**config.mk**
```make
export PLATFORM = sky130hd
export DESIGN_NAME = multicycle_control
export DESIGN_NICKNAME = d
export VERILOG_FILES = /design/src/rtl/multicycle_control.sv
export SDC_FILE = /design/constraint.sdc
export NUM_CORES = 1
export LEC_CHECK = 0
export CORE_MARGIN = 4
export CORE_UTILIZATION = 49
export CTS_CLUSTER_DIAMETER = 40
export DETAILED_ROUTE_END_ITERATION = 16
export GPL_TIMING_DRIVEN = 0
export PLACE_DENSITY = 0.82
export SLEW_MARGIN = 40
export SYNTH_ARGS = -nofsm -noshare
export SYNTH_HDL_FRONTEND = slang
export SYNTH_SLANG_ARGS = --single-unit
```
**constraint.sdc**
```tcl
create_clock -name clk -period 4.5 [get_ports clk]
set_input_delay 0.9 -clock clk [delete_from_list [all_inputs] [get_ports clk]]
set_output_delay 0.9 -clock clk [all_outputs]
set_load 0.01 [all_outputs]
```
**src/rtl/multicycle_control.sv**
```systemverilog
// Multi-cycle MIPS main control FSM; `MULTICYCLE_CONTROL_BNE_EN adds the bne state and pcWriteCondNot.
// Outputs registered from next state; FETCH and memory states stall while memReady is low.
module multicycle_control #(
  parameter int OPCODE_W = 6,
  parameter int ALUOP_W  = 2,
  parameter int STATE_W  = 4
) (
  input  logic                clk,
  input  logic                reset,
  input  logic [OPCODE_W-1:0] opcode,
  input  logic                memReady,
  output logic                pcWrite,
  output logic                pcWriteCond,
`ifdef MULTICYCLE_CONTROL_BNE_EN
  output logic                pcWriteCondNot,
`endif
  output logic                iorD,
  output logic                memRead,
  output logic                memWrite,
  output logic                irWrite,
  output logic                memToReg,
  output logic                regDst,
  output logic                regWrite,
  output logic                aluSrcA,
  output logic [1:0]          aluSrcB,
  output logic [ALUOP_W-1:0]  aluOp,
  output logic [1:0]          pcSrc,
  output logic                halted,
  output logic                illegal,
  output logic [STATE_W-1:0]  state
);

  typedef enum logic [STATE_W-1:0] {
    FETCH  = STATE_W'(0),
    DECODE = STATE_W'(1),
    MEMADR = STATE_W'(2),
    MEMRD  = STATE_W'(3),
    MEMWB  = STATE_W'(4),
    MEMWR  = STATE_W'(5),
    EXEC   = STATE_W'(6),
    ALUWB  = STATE_W'(7),
    BRANCH = STATE_W'(8),
    ADDIEX = STATE_W'(9),
    ADDIWB = STATE_W'(10),
    JUMP   = STATE_W'(11),
`ifdef MULTICYCLE_CONTROL_BNE_EN
    HALT   = STATE_W'(12),
    BNE    = STATE_W'(13)
`else
    HALT   = STATE_W'(12)
`endif
  } state_t;

  localparam logic [OPCODE_W-1:0] OP_RTYPE = OPCODE_W'(6'b000000);
  localparam logic [OPCODE_W-1:0] OP_LW    = OPCODE_W'(6'b100011);
  localparam logic [OPCODE_W-1:0] OP_SW    = OPCODE_W'(6'b101011);
  localparam logic [OPCODE_W-1:0] OP_BEQ   = OPCODE_W'(6'b000100);
  localparam logic [OPCODE_W-1:0] OP_ADDI  = OPCODE_W'(6'b001000);
  localparam logic [OPCODE_W-1:0] OP_J     = OPCODE_W'(6'b000010);
  localparam logic [OPCODE_W-1:0] OP_HALT  = OPCODE_W'(6'b111111);
`ifdef MULTICYCLE_CONTROL_BNE_EN
  localparam logic [OPCODE_W-1:0] OP_BNE   = OPCODE_W'(6'b000101);
`endif

  typedef struct packed {
    logic               pcWrite;
    logic               fetchGate;
    logic               pcWriteCond;
`ifdef MULTICYCLE_CONTROL_BNE_EN
    logic               pcWriteCondNot;
`endif
    logic               iorD;
    logic               memRead;
    logic               memWrite;
    logic               memToReg;
    logic               regDst;
    logic               regWrite;
    logic               aluSrcA;
    logic [1:0]         aluSrcB;
    logic [ALUOP_W-1:0] aluOp;
    logic [1:0]         pcSrc;
    logic               halted;
  } ctrl_t;

  state_t stateReg;
  state_t nextState;
  ctrl_t  ctl;
  logic   illegalReg;
  logic   decodeIllegal;

  function automatic ctrl_t decode(input state_t s);
    ctrl_t c;
    c = '0;
    case (s)
      FETCH:  begin c.memRead = 1'b1; c.aluSrcB = 2'b01; c.fetchGate = 1'b1; end
      DECODE: c.aluSrcB = 2'b11;
      MEMADR: begin c.aluSrcA = 1'b1; c.aluSrcB = 2'b10; end
      MEMRD:  begin c.memRead = 1'b1; c.iorD = 1'b1; end
      MEMWB:  begin c.regWrite = 1'b1; c.memToReg = 1'b1; end
      MEMWR:  begin c.memWrite = 1'b1; c.iorD = 1'b1; end
      EXEC:   begin c.aluSrcA = 1'b1; c.aluOp = ALUOP_W'(2); end
      ALUWB:  begin c.regWrite = 1'b1; c.regDst = 1'b1; end
      BRANCH: begin
        c.aluSrcA = 1'b1; c.aluOp = ALUOP_W'(1); c.pcWriteCond = 1'b1; c.pcSrc = 2'b01;
      end
      ADDIEX: begin c.aluSrcA = 1'b1; c.aluSrcB = 2'b10; end
      ADDIWB: c.regWrite = 1'b1;
      JUMP:   begin c.pcWrite = 1'b1; c.pcSrc = 2'b10; end
      HALT:   c.halted = 1'b1;
`ifdef MULTICYCLE_CONTROL_BNE_EN
      BNE:    begin
        c.aluSrcA = 1'b1; c.aluOp = ALUOP_W'(1); c.pcWriteCondNot = 1'b1; c.pcSrc = 2'b01;
      end
`endif
      default: c = '0;
    endcase
    return c;
  endfunction

  always_comb begin
    nextState     = FETCH;
    decodeIllegal = 1'b0;
    case (stateReg)
      FETCH:  nextState = memReady ? DECODE : FETCH;
      DECODE: begin
        case (opcode)
          OP_RTYPE:     nextState = EXEC;
          OP_LW, OP_SW: nextState = MEMADR;
          OP_BEQ:       nextState = BRANCH;
          OP_ADDI:      nextState = ADDIEX;
          OP_J:         nextState = JUMP;
          OP_HALT:      nextState = HALT;
`ifdef MULTICYCLE_CONTROL_BNE_EN
          OP_BNE:       nextState = BNE;
`endif
          default: begin
            nextState     = FETCH;
            decodeIllegal = 1'b1;
          end
        endcase
      end
      // Only lw and sw reach MEMADR, so anything but sw is a load.
      MEMADR: nextState = (opcode == OP_SW) ? MEMWR : MEMRD;
      MEMRD:  nextState = memReady ? MEMWB : MEMRD;
      MEMWB:  nextState = FETCH;
      MEMWR:  nextState = memReady ? FETCH : MEMWR;
      EXEC:   nextState = ALUWB;
      ALUWB:  nextState = FETCH;
      BRANCH: nextState = FETCH;
      ADDIEX: nextState = ADDIWB;
      ADDIWB: nextState = FETCH;
      JUMP:   nextState = FETCH;
      HALT:   nextState = HALT;
      default: nextState = FETCH;
    endcase
  end

  always_ff @(posedge clk) begin
    if (reset) begin
      stateReg   <= FETCH;
      ctl        <= decode(FETCH);
      illegalReg <= 1'b0;
    end else begin
      stateReg   <= nextState;
      ctl        <= decode(nextState);
      illegalReg <= decodeIllegal;
    end
  end

  // FETCH's IR/PC load is the one place the memory handshake gates an output directly.
  assign irWrite     = ctl.fetchGate & memReady;
  assign pcWrite     = ctl.pcWrite | (ctl.fetchGate & memReady);
  assign pcWriteCond = ctl.pcWriteCond;
`ifdef MULTICYCLE_CONTROL_BNE_EN
  assign pcWriteCondNot = ctl.pcWriteCondNot;
`endif
  assign iorD     = ctl.iorD;
  assign memRead  = ctl.memRead;
  assign memWrite = ctl.memWrite;
  assign memToReg = ctl.memToReg;
  assign regDst   = ctl.regDst;
  assign regWrite = ctl.regWrite;
  assign aluSrcA  = ctl.aluSrcA;
  assign aluSrcB  = ctl.aluSrcB;
  assign aluOp    = ctl.aluOp;
  assign pcSrc    = ctl.pcSrc;
  assign halted   = ctl.halted;
  assign illegal  = illegalReg;
  assign state    = stateReg;

endmodule
```
Fig. 1: run 1, PDN straps and rails
Scale: 6 px per um. Pins as bars on the die edge.
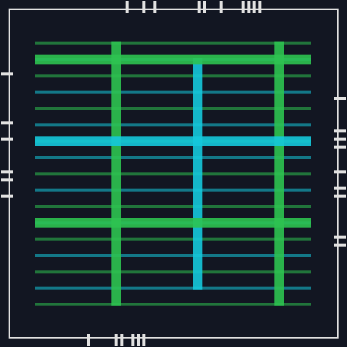
VSS: in green. VDD: in cyan.
The core has 16 rows. 31 signal pins sit on the boundary. 17 met1 rails follow the rows. 3 straps on met4.
Peak VDD IR: 0.244 mV
Die W: 54.5 um

Fig. 2: run 1, cell classes on the final placement
Scale: 4 px per um. Fill, decap, tap and diode cells in grey.
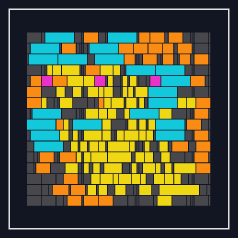
clock drivers: in magenta, cells 3, share of their area 1.6%. flops: in cyan, cells 20, share of their area 29%. other buffers and delay cells: in orange, cells 40, share of their area 28%. combinational and other logic: in yellow, cells 83, share of their area 42%.
flop share of the area: 28.5%
num rows: 16
core area: 2000 um^2
post-layout util: 70.3%

==> reports/metrics.yaml, run 1 <==
outcome: "finished, final reports clean"
skew_ns: 0.00187
p_leak_nw: 0.577
clk_pin_slew_worst_paths_ns: 0.09
place_hpwl_mm: 1.75
dp.cells: 170
drt_iter0_markers: 13
cts-root-buf: "clkbuf_4"
initCoreUtil_pct: 52.9
ctsResizeCount: 0
crit_type: "in2out"
comb_area_um2: 557
clkPwrFrac_pct: 25.1
vias: 936
cp_top_family: "buffers and inverters"
cap_violations: 0
wire_per_inst_um: 12.9
min_path_type: "reg2reg"
hold_buffers: 0
ys.flops: 20
syn-instance-count: 114
area_growth_pct: 32.7
finalCriticalPeriod_ns: 3.23
regArea_um2: 400
finalSetupViolCount: 0
final_cells: 173
grt_setup_unrepaired: "false"
wirelength_mm: 2.22
flop_cell: "dfxtp_1"
worst_slew_pin_slew_ns: 0.669
grt_max_degree: 11
cpPeakStageDelay_ns: 0.50
drc_errors: 0
vias_per_cell: 5.41
cts.sinks: 20
cts_tree: "done"
fin_tns_setup_ns: 0
yosysWarnings: 0
die_area_um2: 2970
post_synth.cell_area_avg_um2: 9.30
path_cells: "clkdlybuf4s50_1 -> and2_1 -> or2_2 -> clkdlybuf4s50_1"
io_pins: 31
Fig. 3: run 1, clock distribution
Scale: 10 px per um.
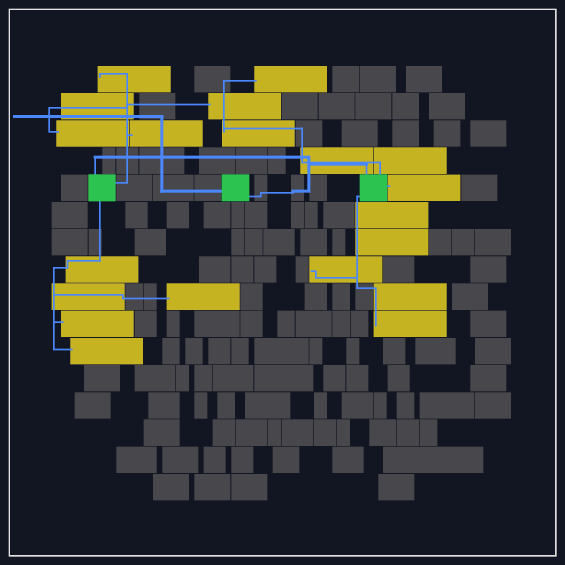
flip-flops: in yellow, count 20. clock drivers: in green, count 3. clock wires: in blue, length 195 um.
There are 4 routed clock nets.

run 1: flip-flops by register name, indices dropped and copies added, names as in the netlist:
| register | count |
|---|---|
| aluOp | 2 |
| aluSrcA | 1 |
| aluSrcB | 2 |
| ctl | 2 |
| halted | 1 |
| illegal | 1 |
| iorD | 1 |
| memRead | 1 |
| memToReg | 1 |
| memWrite | 1 |
| pcSrc | 1 |
| regDst | 1 |
| regWrite | 1 |
| state | 4 |
run 1: metrics by stage:
step	area (um^2)	total power, W	util [%]	setup slack (ns)
after detailed placement	1380	0.000237	69.1	1.25
after floorplan	1060	0.000215	-	2.19
after CTS	1410	0.000313	70.3	1.25
after global placement	1380	0.000236	69.1	1.27
after global routing	1410	0.000326	70.3	1.20
final	1410	0.000311	70.3	1.27
run 1: cells in the mapped netlist, types with 2 or more instances:
cell type / instances
dfxtp_1: 20
nor2_1: 10
buf_4: 6
nor2b_1: 6
nand2_1: 5
nor3_1: 5
a21oi_1: 4
inv_1: 4
buf_6: 3
nand3_1: 3
and3_1: 2
and4_1: 2
nand4_1: 2
nor2_2: 2
nor4_1: 2
o21ai_0: 2
o22ai_2: 2
o32ai_1: 2
or2_1: 2
or2_2: 2
xor2_1: 2
run 1: metal layers:
layer	part of all wire [%]	GRT usage, %
met1	47	21.0
met2	47	24.7
met3	6.1	6.54
met4	0.31	1.24
met5	0	0
run 1: area by class of cell:
cell class              count  share of cell area, %
clock buffers               3                   1.60
repair buffers             29                   20.6
flip-flops and latches     20                   28.5
inverters                   4                   1.07
multi-input cells          79                   39.6
plain buffers              11                   6.23
well taps                  27                   2.40
run 1: final timing paths:
| path | startpoint | end | slack, ns | depth (start not counted) |
|---|---|---|---|---|
| worst min register to register | state[0] | regWrite | 0.68 | 3 |
| worst min-delay path | state[0] | regWrite | 0.68 | 3 |
| worst max register to register | state[2] | ctl[15] | 2.49 | 5 |
| worst max-delay path | memReady | pcWrite | 1.27 | 4 |
run 1: cell families (layout without fill, tap and decap cells):
family	count (synthesis)	after routing	synth area share, %
DFF	20	20	37.8
AOI/OAI and AO/OA	24	24	20.9
xor gates and xnor gates	2	2	1.65
and+or+nand+nor	52	52	28.6
buffers and inverters	15	47	9.68
muxes	1	1	1.42
run 1: tightest hold or removal path, stage by stage, from the launching register on:
cell and delay, ns:
dfxtp_1 0.36, buf_6 0.15, nand3_1 0.07, a21oi_1 0.06
run 1: power groups by stage:
| stage | Combinational, W | Clock [W] | Sequential [W] |
|---|---|---|---|
| 3_3_place_gp | 0.0000504 | 0 | 0.000186 |
| 2_1_floorplan | 0.0000284 | 0 | 0.000186 |
| 5_1_grt | 0.0000562 | 0.0000879 | 0.000182 |
| 6_report | 0.0000517 | 0.0000783 | 0.000181 |
| 3_5_place_dp | 0.0000514 | 0 | 0.000186 |
| 4_1_cts | 0.0000517 | 0.0000798 | 0.000182 |
--- run 2 (diff from run 1) ---
--- a/config.mk
+++ b/config.mk
@@ -6,11 +6,11 @@
 export NUM_CORES = 1
 export LEC_CHECK = 0
 export CORE_MARGIN = 4
-export CORE_UTILIZATION = 49
+export CORE_UTILIZATION = 41
 export CTS_CLUSTER_DIAMETER = 40
 export DETAILED_ROUTE_END_ITERATION = 16
 export GPL_TIMING_DRIVEN = 0
-export PLACE_DENSITY = 0.82
+export PLACE_DENSITY = 0.74
 export SLEW_MARGIN = 40
 export SYNTH_ARGS = -nofsm -noshare
 export SYNTH_HDL_FRONTEND = slang
==> constraint.sdc (replaced) <==
create_clock -name clk -period 2.6 [get_ports clk]
set_input_delay 0.52 -clock clk [delete_from_list [all_inputs] [get_ports clk]]
set_output_delay 0.52 -clock clk [all_outputs]
set_load 0.01 [all_outputs]
Fig. 4: run 2, clock distribution
Scale: 10 px per um.
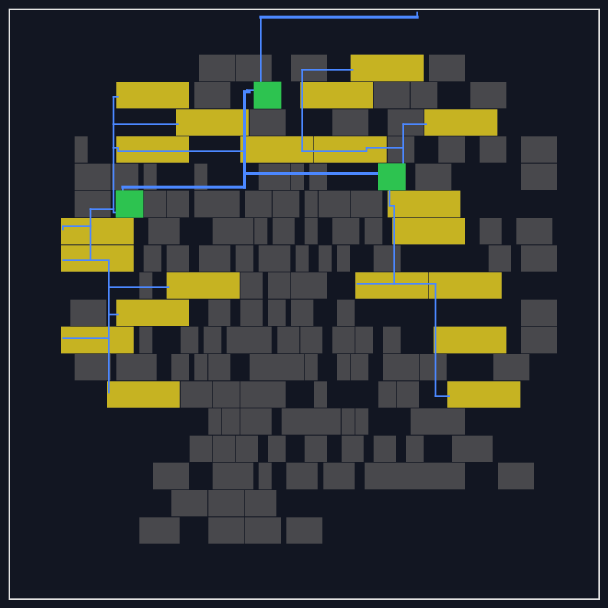
clock wires: in blue, length 200 um. flip-flops: in yellow, count 20. clock drivers: in green, count 3.
There are 4 routed clock nets.
Clock power frac: 25.1%
Clk power: 0.000135 W
clk ins delay skew pair: 0.29 ns
Setup Skew: 0.00320 ns

Fig. 5: run 2, PDN straps and rails
Scale: 6 px per um. Pins as bars on the die edge.
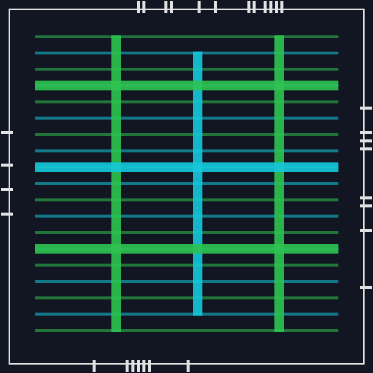
VSS: in green. VDD: in cyan.
3 straps on met4. 3 straps on met5.

Fig. 6: run 2, cell outlines without signal wires
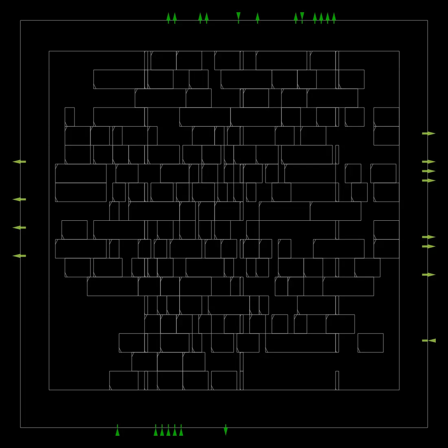
Flops: 20
post-layout util: 56.9%
num rows: 18

==> reports/metrics.yaml, run 2 <==
outcome: "finished, final reports clean"
edf_count: 0
drc_errors: 0
mostFrequentLayoutCells: "clkdlybuf4s50_1, dfxtp_1, nor2_1"
antenna_found_initial: 0
startpoint_type: "primary input"
wire_per_inst_um: 13.1
core_area_um2: 2480
ctsHtreeMaxLevel: 1
grt_overflow: 0
cts-root-buf: "clkbuf_4"
die_w_um: 58.8
fin_crit_sh_pct: 96.0
vias_per_cell: 5.25
cap_violations: 0
io_pins: 31
die_area_um2: 3460
grt_first_pass_wirelength_mm: 3.81
io_buffers: 29
met3_length_um: 97
cts_tree: "done"
fin_nets: 157
grt_pass1_vias: 870
power_w: 0.000540
antenna_cells: 0
fin_tns_setup_ns: 0
grt_max_degree: 11
ir_drop_mv: 0.358
vias: 924
synthesis.area_um2: 1060
wirelength_mm: 2.31
initCoreUtil_pct: 42.8
cts_max_path_buffers: 2
gp_congestion: 0.867
hold_buffers: 0
drt_iter0_markers: 9
grt_usage_pct: 14.1
yosysMostFrequentCell: "dfxtp_1"
p_leak_nw: 0.577
yosysWarnings: 0
area_leaders: "dfxtp_1, buf_4, nor2_1"
finalCriticalPeriod_ns: 2.50
post_synth.cell_area_avg_um2: 9.30
worstPathRequired_ns: 2.08
syn-instance-count: 114
async_reset_ff_share_pct: 0
synth_top_area_share_pct: 37.8
area_growth_pct: 33.1
synth.net_count: 123
flop_cell: "dfxtp_1"
met2_wirelength_mm: 1.16
min_path_type: "reg2reg"
ys.flops: 20
cp.arrival_ns: 1.98
cts.sinks: 20
finalSetupViolCount: 0
largest_reg_flops: 4
drive_above_1_share_pct: 17.8
m1WireLength_mm: 1.05
worst_slew_pin_slew_ns: 0.646
place_hpwl_mm: 1.87
routed.top_layer: "met4"
clk_pin_slew_worst_paths_ns: 0.10
crit_type: "in2out"
common_cells: "dfxtp_1, nor2_1, buf_4, nor2b_1"
critPathCaptureType: "output pin"
power_frac_comb_pct: 16.6
hold_viol: 0
worstPathMaxFanout: 7
grt_setup_unrepaired: "false"
ctsResizeCount: 0
-- run 2: worst max-delay path: stages --
cell and delay (ns):
clkdlybuf4s50_1 0.52, and2_1 0.20, or2_2 0.26, clkdlybuf4s50_1 0.47
-- run 2: power by group through the flow --
stage / sequential (W) / clock [W] / combinational, W
after floorplan: 0.000323 / 0 / 0.0000491
after global placement: 0.000321 / 0 / 0.0000874
after detailed placement: 0.000322 / 0 / 0.0000893
after CTS: 0.000315 / 0.000145 / 0.0000897
after global routing: 0.000316 / 0.000158 / 0.0000975
final: 0.000315 / 0.000135 / 0.0000897
-- run 2: path summary, 6_finish.rpt --
| kind | cells past startpoint | to | from | slack [ns] |
|---|---|---|---|---|
| setup / recovery | 4 | pcWrite | memReady | 0.10 |
| hold / removal | 3 | regWrite | state[3] | 0.69 |
| hold reg to reg | 3 | regWrite | state[3] | 0.69 |
| setup reg to reg | 6 | ctl[15] | state[1] | 0.59 |
-- run 2: final cells by class --
class / count / area, um^2 / area share (%)
Multi-Input combinational cell: 79 / 557 / 39.5
Sequential cell: 20 / 400 / 28.4
Timing Repair Buffer: 29 / 290 / 20.6
Buffer: 11 / 87.6 / 6.21
Tap cell: 30 / 37.5 / 2.66
Clock buffer: 3 / 22.5 / 1.60
Inverter: 4 / 15.0 / 1.06
-- run 2: logic make-up after synthesis --
family                 share of synthesized area, %
AND-OR/OR-AND                                  20.9
AND/OR/NAND/NOR                                28.6
XOR/XNOR                                       1.65
multiplexers                                   1.42
buffers and inverters                          9.68
flip-flops                                     37.8
-- run 2: routing by layer --
metal / global-route usage, % / vias to the layer above
met2: 24.3 / 21
met4: 1.94 / 0
met3: 4.17 / 2
met1: 17.7 / 425
li1: - / 476
met5: 0 / -
-- run 2: through the flow --
stage | utilization, % | setup WS [ns] | hold WS [ns] | cell area, um^2 | cells
final | 56.9 | 0.104 | 0.692 | 1410 | 176
after CTS | 56.9 | 0.0880 | 0.697 | 1410 | 176
after floorplan | - | 0.673 | 0.608 | 1060 | 114
after global routing | 56.9 | 0.0180 | 0.735 | 1410 | 176
after detailed placement | 56.0 | 0.0115 | 0.675 | 1390 | 173
after global placement | 56.0 | 0.0588 | 0.663 | 1390 | 173
No activity file was given, so power comes from the tool's default toggle rates.
